`config.mk`:
```
export PLATFORM = sky130hd
export DESIGN_NAME = fetch_stage
export DESIGN_NICKNAME = d
export VERILOG_FILES = /design/src/rtl/fetch_stage.sv
export SDC_FILE = /design/constraint.sdc
export NUM_CORES = 1
export LEC_CHECK = 0
export CELL_PAD_IN_SITES_DETAIL_PLACEMENT = 1
export CELL_PAD_IN_SITES_GLOBAL_PLACEMENT = 2
export CORE_ASPECT_RATIO = 1.1
export CORE_UTILIZATION = 31
export CTS_BUF_LIST = sky130_fd_sc_hd__clkbuf_16
export CTS_CLUSTER_DIAMETER = 30
export DETAILED_ROUTE_END_ITERATION = 8
export GPL_TIMING_DRIVEN = 1
export MAX_ROUTING_LAYER = met4
export PLACE_DENSITY_LB_ADDON = 0.12
export REMOVE_ABC_BUFFERS = 1
export SLEW_MARGIN = 30
export SYNTH_ARGS = -nofsm -noshare
export SYNTH_HDL_FRONTEND = slang
export SYNTH_SLANG_ARGS = --single-unit
```
`constraint.sdc`:
```
create_clock -name clk -period 5.37 [get_ports clk]
set_input_delay 1.611 -clock clk [delete_from_list [all_inputs] [get_ports clk]]
set_output_delay 1.611 -clock clk [all_outputs]
set_load 0.1 [all_outputs]
```
`src/rtl/fetch_stage.sv`:
```
// Instruction fetch stage: owns the PC, keeps one imem read in flight and feeds decode
// through the IF/ID register, with a one-entry skid for responses that land during a stall.
module fetch_stage #(
   parameter logic [31:0] RESET_PC = 32'h0000_0000,
   parameter logic [31:0] NOP_INSN = 32'h0000_0013
) (
   input  logic        clk,
   input  logic        rstN,
   input  logic        isDataHazard,
   input  logic        brTaken,
   input  logic [31:0] brTarget,
   output logic        imemReq,
   output logic [31:0] imemAddr,
   input  logic        imemValid,
   input  logic [31:0] imemRdata,
   output logic        ifValid,
   output logic [31:0] ifPc,
   output logic [31:0] ifInsn
);

   typedef enum logic [1:0] {
      FETCH,
      WAIT,
      FULL,
      DROP
   } fetchState_t;

   fetchState_t stateQ, stateD;
   logic [31:0] pcQ, pcD;
   logic        ifValidQ, ifValidD;
   logic [31:0] ifPcQ, ifPcD;
   logic [31:0] ifInsnQ, ifInsnD;
   logic        skidValidQ, skidValidD;
   logic [31:0] skidPcQ, skidPcD;
   logic [31:0] skidInsnQ, skidInsnD;
   logic        ifFree;

   assign imemReq  = rstN && (stateQ == FETCH) && !brTaken;
   assign imemAddr = pcQ;
   assign ifValid  = ifValidQ;
   assign ifPc     = ifPcQ;
   assign ifInsn   = ifInsnQ;

   // IF/ID can accept a new instruction when it is empty or decode drains it this edge.
   assign ifFree = !ifValidQ || !isDataHazard;

   always_comb begin
      stateD     = stateQ;
      pcD        = pcQ;
      ifValidD   = ifValidQ;
      ifPcD      = ifPcQ;
      ifInsnD    = ifInsnQ;
      skidValidD = skidValidQ;
      skidPcD    = skidPcQ;
      skidInsnD  = skidInsnQ;

      if (ifValidQ && !isDataHazard) begin
         ifValidD = 1'b0;
         ifInsnD  = NOP_INSN;
      end

      unique case (stateQ)
         FETCH: begin
            if (imemReq) stateD = WAIT;
         end
         WAIT: begin
            if (imemValid) begin
               if (ifFree) begin
                  ifValidD = 1'b1;
                  ifPcD    = pcQ;
                  ifInsnD  = imemRdata;
                  pcD      = pcQ + 32'd4;
                  stateD   = FETCH;
               end else begin
                  skidValidD = 1'b1;
                  skidPcD    = pcQ;
                  skidInsnD  = imemRdata;
                  stateD     = FULL;
               end
            end
         end
         FULL: begin
            if (!isDataHazard) begin
               ifValidD   = 1'b1;
               ifPcD      = skidPcQ;
               ifInsnD    = skidInsnQ;
               skidValidD = 1'b0;
               pcD        = pcQ + 32'd4;
               stateD     = FETCH;
            end
         end
         DROP: begin
            if (imemValid) stateD = FETCH;
         end
         default: stateD = FETCH;
      endcase

      // A redirect wins over everything; a read still in flight must be swallowed in DROP.
      if (brTaken) begin
         pcD        = brTarget & ~32'h3;
         ifValidD   = 1'b0;
         ifInsnD    = NOP_INSN;
         skidValidD = 1'b0;
         if ((stateQ == WAIT || stateQ == DROP) && !imemValid) stateD = DROP;
         else stateD = FETCH;
      end
   end

   always_ff @(posedge clk) begin
      if (!rstN) begin
         stateQ     <= FETCH;
         pcQ        <= RESET_PC;
         ifValidQ   <= 1'b0;
         ifPcQ      <= 32'h0;
         ifInsnQ    <= NOP_INSN;
         skidValidQ <= 1'b0;
         skidPcQ    <= 32'h0;
         skidInsnQ  <= 32'h0;
      end else begin
         stateQ     <= stateD;
         pcQ        <= pcD;
         ifValidQ   <= ifValidD;
         ifPcQ      <= ifPcD;
         ifInsnQ    <= ifInsnD;
         skidValidQ <= skidValidD;
         skidPcQ    <= skidPcD;
         skidInsnQ  <= skidInsnD;
      end
   end

endmodule

```
Figure 1. Clock distribution (run 1).
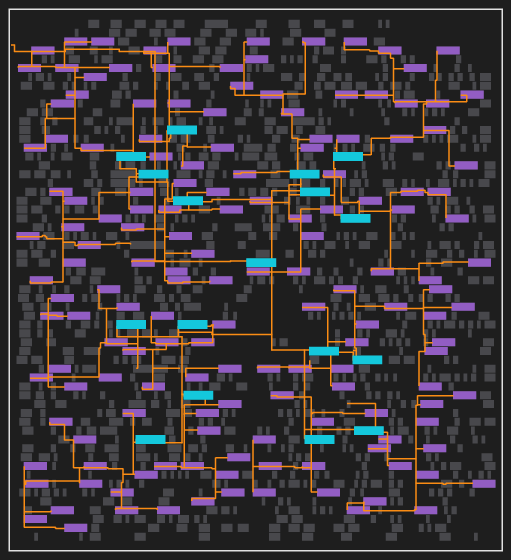
Key: flip-flops = purple [count 157]; clock drivers = cyan [count 17]; clock wires = orange [length 2350 um]
There are 18 routed clock nets. Position of the flops: all over the die.
Clock Power Share: 37.2%
Worst Skew: 0.01161 ns

Figure 2. Metal 1 (run 1).
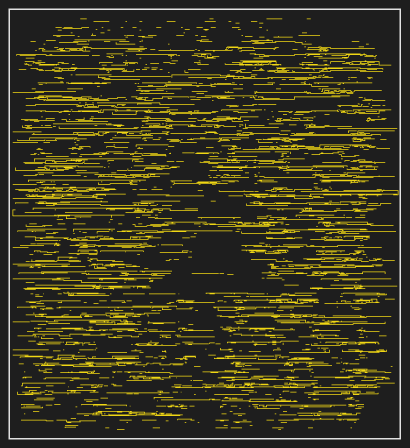
The layer carries 11400 um of wire. The wires run mostly horizontal. 999 nets have wire on it.
Vias: 7086
drt total wl: 24320 um
met1 usage: 26.01%

==> flow_summary.ini, run 1 <==
; implementation run metrics
[grt]
antenna_found_initial = 3
grtUsageTotal_pct = 20.67
grt_util_met3_pct = 4.478
grt_overflow = 0
grt_use_met2_pct = 33.41
grt_first_pass_wirelength_um = 39470
grt_max_degree = 68
grt_pass1_vias = 7275

[final_timing]
fmax_mhz = 224.6
rsz0062_at_grt = false
setup_viol = 0
layout_setup_ws_ns = 0.9171
tns_ns = 0
tightest_slew_ns = 1.027
finalClockPeriodUsage_pct = 82.92
min_period_ns = 4.453
timing.hold.ws_ns = 0.4531
hold_viol_final = 0
drv_slew = 0
max_slew_margin_pct = 31.34

[job]
tool_warnings = 31
maxCapViolCount = 0

[cells_and_area]
dominant_cells = multi-input combinational cells
final_cell_area_um2 = 9933
comb_area_um2 = 4079
buffers = 177
inverters_excl_clock = 5
num-multi-input-gates = 708
lay_top_count = nand2_1
nonClkBufAreaFrac_pct = 17.43
lay_top_cells = nand2_1, dfxtp_1, clkdlybuf4s50_1
diodes = 3
area_delta_synth_final_pct = 30.88
drive_above_1_share_pct = 7.236
clkCellAreaFrac_pct = 5.744
final_cells = 1386
fillers = 2858
clkbuf_count = 17
nets = 1141
comb_area_share_pct = 41.06
numSequentialCells = 157

[detailed_routing]
wl_met1_um = 11420
drc = 0
routed-wl-met3_um = 1141
vias_per_cell = 5.113
ant_nets = 0
drtIter0Drc = 317
wl_met2_um = 11520
drt_first_pass_iters = 4
top_layer_used = met4

[logic_synthesis]
yosysWarnings = 0
xor_share_pct = 3.347
edf_count = 0
synth_flops = 157
flop_cell = dfxtp_1
ys_top_cells_by_count = nand2_1, dfxtp_1, a21oi_1
ys_sh_aoi_pct = 20.64
synth_cell_type_count = 44
avgSynthCellArea_um2 = 7.964
postSynthCellCount = 953
ys_cells = 953
netlist.area_leader.share_pct = 41.41
ys_seq_share_pct = 41.41
yosys.area.top_type = dfxtp_1
ys_async_sr_fraction_pct = 0
synthTopCellsByArea = dfxtp_1, a21oi_1, nand2_1
syn_area_um2 = 7590
yosys_area_um2 = 7590
yosys.area_share.adder_pct = 0.9891
synthTopLogicFamily = AND-OR/OR-AND gates
top_cell = nand2_1
mux_share_pct = 8.309
simple_gate_share_pct = 19.83

[power]
combPwrFrac_pct = 23.6
p_sw_share_pct = 35.00
pwr.group.sequential_mw = 1.27
powerDensity_nw_per_um2 = 325.7
p_clk_mw = 1.20
ir_drop_mv = 0.1975
seqPwrFrac_pct = 39.2
finalPower_mw = 3.235
comb-power_mw = 0.764
p_int_mw = 2.103
power_leader = sequential cells
p_sw_mw = 1.132
power.leakage_nw = 3.230

[clocking]
numClockSinks = 157
cts_hold_buf = 0
post_cts_resized = 0
insertion_delay_ns = 0.43
cts_root_buffer = clkbuf_16
htreeDepth = 4
cts_setup_buffers = 0
cts_buffer_depth = 2
numCtsBuffers = 17
path_clk_slew_ns = 0.06
cts_tree = built

[setup_path]
worst_ep_arrival_time_ns = 2.84
r2r_start = stateQ[0]$_SDFFE_PN0P_
endpoint_kind = output port
reg2reg_slack_ns = 2.32
critical-path-top-delay-family = buffers and inverters
path_cells = clkdlybuf4s50_1 > clkinv_1 > and3_1 > buf_12
startpoint_type = input port
cp-endpoint = imemReq
max_stage_delay_ns = 0.68
reg2reg_depth = 8
r2r-end = ifPc[29]$_SDFFE_PN0P_
worstSetupStartpoint = brTaken
crit_slowest_cell = clkdlybuf4s50_1
cp.required_ns = 3.76
worstSetupPathType = input port to output port
worst-path-buf-inv = 3
worstPathMaxFanout = 7
crit_cells = 4

[floorplanning]
placeableCoreArea_um2 = 23840
fp_util_pct = 31.83
die_w_um = 151.2
dieArea_um2 = 25110
die_y_um = 166.1
num_rows = 59
tap_cells = 305
io-pin-count = 167

[placement]
dp_slack_ns = 0.9102
dp_hpwl_um = 15020
dp.cells = 1352
gp_congestion = 0.7103
port_buffers = 160
placed_cell_area_um2 = 9365

[worst_hold_path]
min_from = skidInsnQ[16]$_SDFFE_PN0P_
min_path_cells = 2
hp-class = register to register
holdPathEnd = skidInsnQ[16]$_SDFFE_PN0P_

[run_status]
status = finished, final reports clean
Figure 3. Sequential cells coloured by netlist name (run 1).
Other sequential cells in the stronger grey, the rest of the logic in the fainter grey.
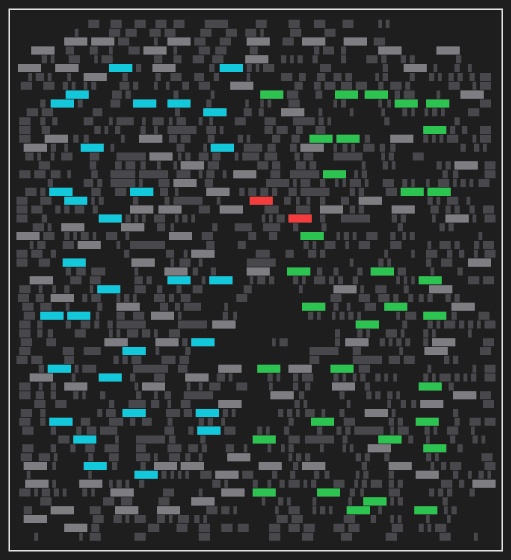
Key: skidInsnQ = green [sequential cells 32]; stateQ = red [sequential cells 2]; imemAddr = cyan [sequential cells 30]
register area: 3143 um2
Seq area share: 31.64%
Final Util: 41.66%

Figure 4. Routing congestion map (run 1).
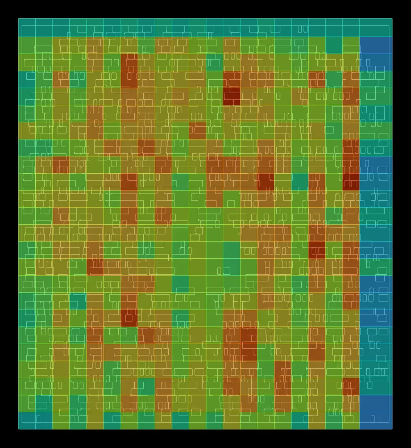
gr busiest metal: met2
wire per inst: 17.55 um

Figure 5. Wires at chosen ports, followed through buffers (run 1).
Scale bar: 50 um.
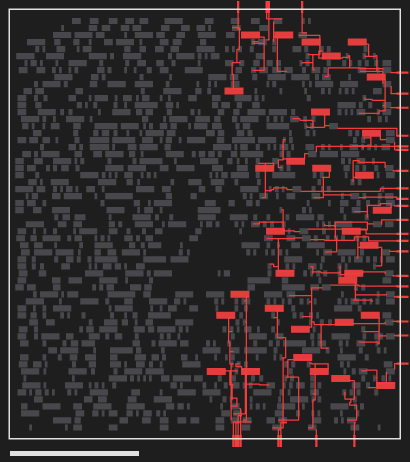

==> run 2: changes to the inputs <==
- CORE_UTILIZATION: 31 -> 26
- clock period: 5.37 -> 3.64 ns (I/O delays scaled with it)
Figure 6. Wires at chosen ports, followed through buffers (run 2).
Scale bar: 50 um.
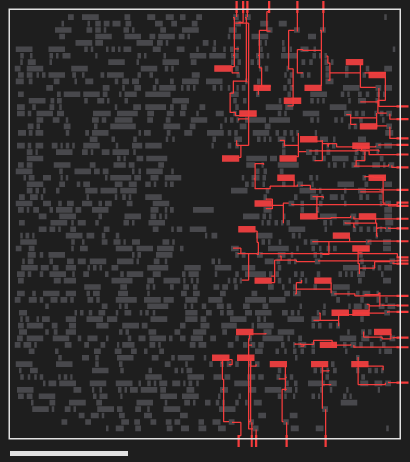
Key: ifInsn = red [direction output, edge 21 right, 6 top, 5 bottom, end cells 32, wire 1590 um]
io pins: 167
Port-buffer cells: 160

Figure 7. Routing congestion map (run 2).
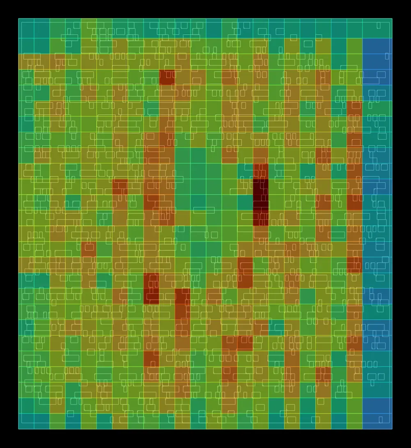
Final Util: 34.49%
total track usage: 18.16%
met1 usage: 22.85%

==> run 2 against run 1 <==
Critical path depth decreased by 1. Power up 50%. Flip-flop count did not move. Critical endpoint unchanged. Non-clock buffer count grew 5. Final area decreased by 0.31%. Sequential share of layout area increased by 0.10 points. Synthesized area is the same. Critical path type unchanged. First-iteration DRC count fell by 16%. Combinational power increased by 47%. Core utilization decreased by 7.2 points. Clock power increased by 56%.
==> flow_summary.ini, run 2 <==
; implementation run metrics
[power]
ir_drop_mv = 0.2140
p_clk_mw = 1.87
p_sw_share_pct = 35.81
powerDensity_nw_per_um2 = 490.8
p_sw_mw = 1.741
finalPower_mw = 4.860
comb-power_mw = 1.12
p_int_mw = 3.120
pwr.group.sequential_mw = 1.87

[logic_synthesis]
synthTopCellsByArea = dfxtp_1, a21oi_1, nand2_1
yosys_area_um2 = 7590
yosys.area_share.adder_pct = 0.9891
xor_share_pct = 3.347
synth_cell_type_count = 44
ys_top_cells_by_count = nand2_1, dfxtp_1, a21oi_1
synthTopLogicFamily = AND-OR/OR-AND gates
top_cell = nand2_1
edf_count = 0
postSynthCellCount = 953
yosysWarnings = 0
flop_cell = dfxtp_1
avgSynthCellArea_um2 = 7.964
ys_sh_aoi_pct = 20.64
ys_cells = 953
yosys.area.top_type = dfxtp_1
mux_share_pct = 8.309
netlist.area_leader.share_pct = 41.41

[cells_and_area]
drive_above_1_share_pct = 16.24
nets = 1146
diodes = 1
comb_area_share_pct = 41.29
numSequentialCells = 157
area_delta_synth_final_pct = 30.46
final_cell_area_um2 = 9902
lay_top_cells = nand2_1, dfxtp_1, a21oi_1
comb_area_um2 = 4089
seq_area_share_pct = 31.74
inverters_excl_clock = 5
buffers = 182
final_cells = 1453
dominant_cells = multi-input combinational cells
num-multi-input-gates = 708
clkCellAreaFrac_pct = 6.090
clkbuf_count = 17

[detailed_routing]
drtIter0Drc = 267
drc = 0
drt_first_pass_iters = 4
wl_per_cell_um = 17.82
top_layer_used = met4
wl_met1_um = 12060
vias = 7067

[grt]
grt_pass1_vias = 7154
grt_util_met3_pct = 4.040
busiest_layer = met2
grt_use_met2_pct = 29.33
grt_max_degree = 59
grt_overflow = 0

[setup_path]
r2r_start = stateQ[1]$_SDFFE_PN0P_
r2r-end = imemAddr[8]$_SDFFE_PN0P_
worstPathMaxFanout = 2
worst_ep_arrival_time_ns = 2.11
path_cells = clkdlybuf4s50_1 > and3_1 > buf_12
startpoint_type = input port
crit_cells = 3
crit_slowest_cell = clkdlybuf4s50_1
endpoint_kind = output port
critical-path-top-delay-family = buffers and inverters
worst-path-buf-inv = 2
reg2reg_slack_ns = 1.17

[final_timing]
tns_ns = 0
rsz0062_at_grt = false
finalClockSkew_ns = 0.01808
drv_slew = 0
max_slew_margin_pct = 55.77
timing.hold.ws_ns = 0.4536
tightest_slew_ns = 0.6635
layout_setup_ws_ns = 0.4413
min_period_ns = 3.199
finalClockPeriodUsage_pct = 87.88

[clocking]
htreeDepth = 4
path_clk_slew_ns = 0.07
cts_tree = built
insertion_delay_ns = 0.43
cts_root_buffer = clkbuf_16
post_cts_resized = 0

[run_status]
status = finished, final reports clean

[floorplanning]
num_rows = 65
fp_util_pct = 26.44
tap_cells = 368
die_y_um = 181.2

[job]
maxCapViolCount = 0
tool_warnings = 31

[worst_hold_path]
min_from = skidInsnQ[22]$_SDFFE_PN0P_

[placement]
dp_hpwl_um = 15960
gp_congestion = 0.6884
dp_slack_ns = 0.3993
==> run 3: changes to the inputs <==
- CTS_CLUSTER_SIZE: not set -> 12
Figure 8. Metal 1 (run 3).
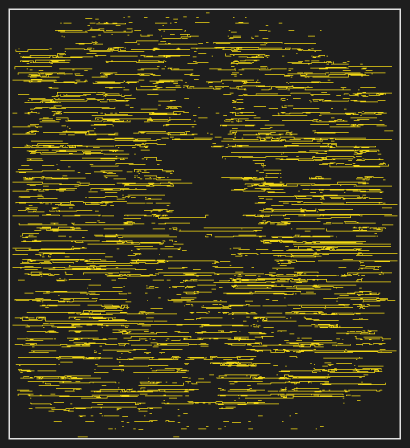
1001 nets have wire on it. The longest straight run is 58.0 um. The wires run mostly horizontal. The layer carries 12100 um of wire.
Vias: 7067
drt total wl: 25890 um

==> run 3 against run 2 <==
Final area unchanged. Critical endpoint unchanged. Die area unchanged. Clock skew unchanged. First-iteration DRC count unchanged.
==> flow_summary.ini, run 3 <==
; implementation run metrics
[setup_path]
crit_slowest_cell = clkdlybuf4s50_1
reg2reg_slack_ns = 1.17
worstSetupStartpoint = rstN
cp.required_ns = 2.55
cp-endpoint = imemReq
critical-path-top-delay-family = buffers and inverters
worstSetupPathType = input port to output port
max_stage_delay_ns = 0.57
reg2reg_depth = 9
r2r_start = stateQ[1]$_SDFFE_PN0P_
worst_ep_arrival_time_ns = 2.11

[grt]
grt_pass1_vias = 7154
grtUsageTotal_pct = 18.16
grt_max_degree = 59
grt_first_pass_wirelength_um = 40880
grt.met1_usage_pct = 22.85
antenna_found_initial = 1
grt_overflow = 0

[cells_and_area]
numSequentialCells = 157
seq_area_share_pct = 31.74
clkCellAreaFrac_pct = 6.090
diodes = 1
fillers = 3435
comb_area_share_pct = 41.29
comb_area_um2 = 4089
final_cells = 1453
nets = 1146
area_delta_synth_final_pct = 30.46
drive_above_1_share_pct = 16.24
dominant_cells = multi-input combinational cells

[placement]
dp.cells = 1420
placed_cell_area_um2 = 9296
dp_slack_ns = 0.3993
dp_hpwl_um = 15960
port_buffers = 160
gp_congestion = 0.6884

[clocking]
cts_root_buffer = clkbuf_16
htreeDepth = 4
post_cts_resized = 0
insertion_delay_ns = 0.43
numClockSinks = 157
cts_hold_buf = 0
cts_tree = built

[final_timing]
hold_viol_final = 0
tns_ns = 0
timing.hold.ws_ns = 0.4536
drv_slew = 0
min_period_ns = 3.199
finalClockSkew_ns = 0.01808
layout_setup_ws_ns = 0.4413
setup_viol = 0

[worst_hold_path]
min_path_cells = 2
min_from = skidInsnQ[22]$_SDFFE_PN0P_
hp-class = register to register
holdPathEnd = skidInsnQ[22]$_SDFFE_PN0P_

[detailed_routing]
ant_nets = 0
wl_met1_um = 12060
drc = 0
top_layer_used = met4
wl_met2_um = 12350
routed-wl-met3_um = 1267
drt_first_pass_iters = 4

[floorplanning]
placeableCoreArea_um2 = 28710
tap_cells = 368
dieArea_um2 = 29880
die_w_um = 164.9
io-pin-count = 167
num_rows = 65

[logic_synthesis]
top_cell = nand2_1
postSynthCellCount = 953
mux_share_pct = 8.309
edf_count = 0
syn_area_um2 = 7590
yosys.area_share.adder_pct = 0.9891
ys_top_cells_by_count = nand2_1, dfxtp_1, a21oi_1
avgSynthCellArea_um2 = 7.964
ys_async_sr_fraction_pct = 0
yosys_area_um2 = 7590
ys_seq_share_pct = 41.41
synth_flops = 157
simple_gate_share_pct = 19.83
xor_share_pct = 3.347
netlist.area_leader.share_pct = 41.41
ys_sh_aoi_pct = 20.64
synth_cell_type_count = 44

[job]
maxCapViolCount = 0

[power]
powerDensity_nw_per_um2 = 490.8
seqPwrFrac_pct = 38.5
combPwrFrac_pct = 23.1
p_int_mw = 3.120
power_leader = sequential cells
pwr.group.sequential_mw = 1.87
p_clk_mw = 1.87
p_sw_mw = 1.741
ir_drop_mv = 0.2140

[run_status]
status = finished, final reports clean
Figure 9. Routing congestion map (run 3).
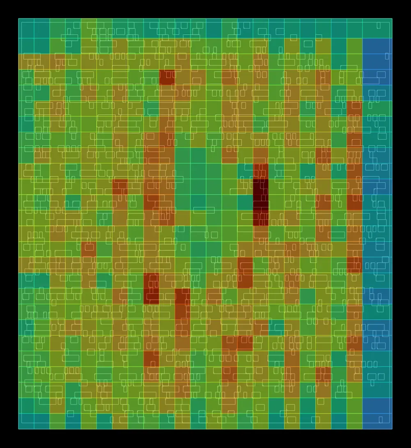
wire per inst: 17.82 um
met2 Use GR: 29.33%
M3 GR Usage: 4.040%

Power and IR drop assume default switching activity.
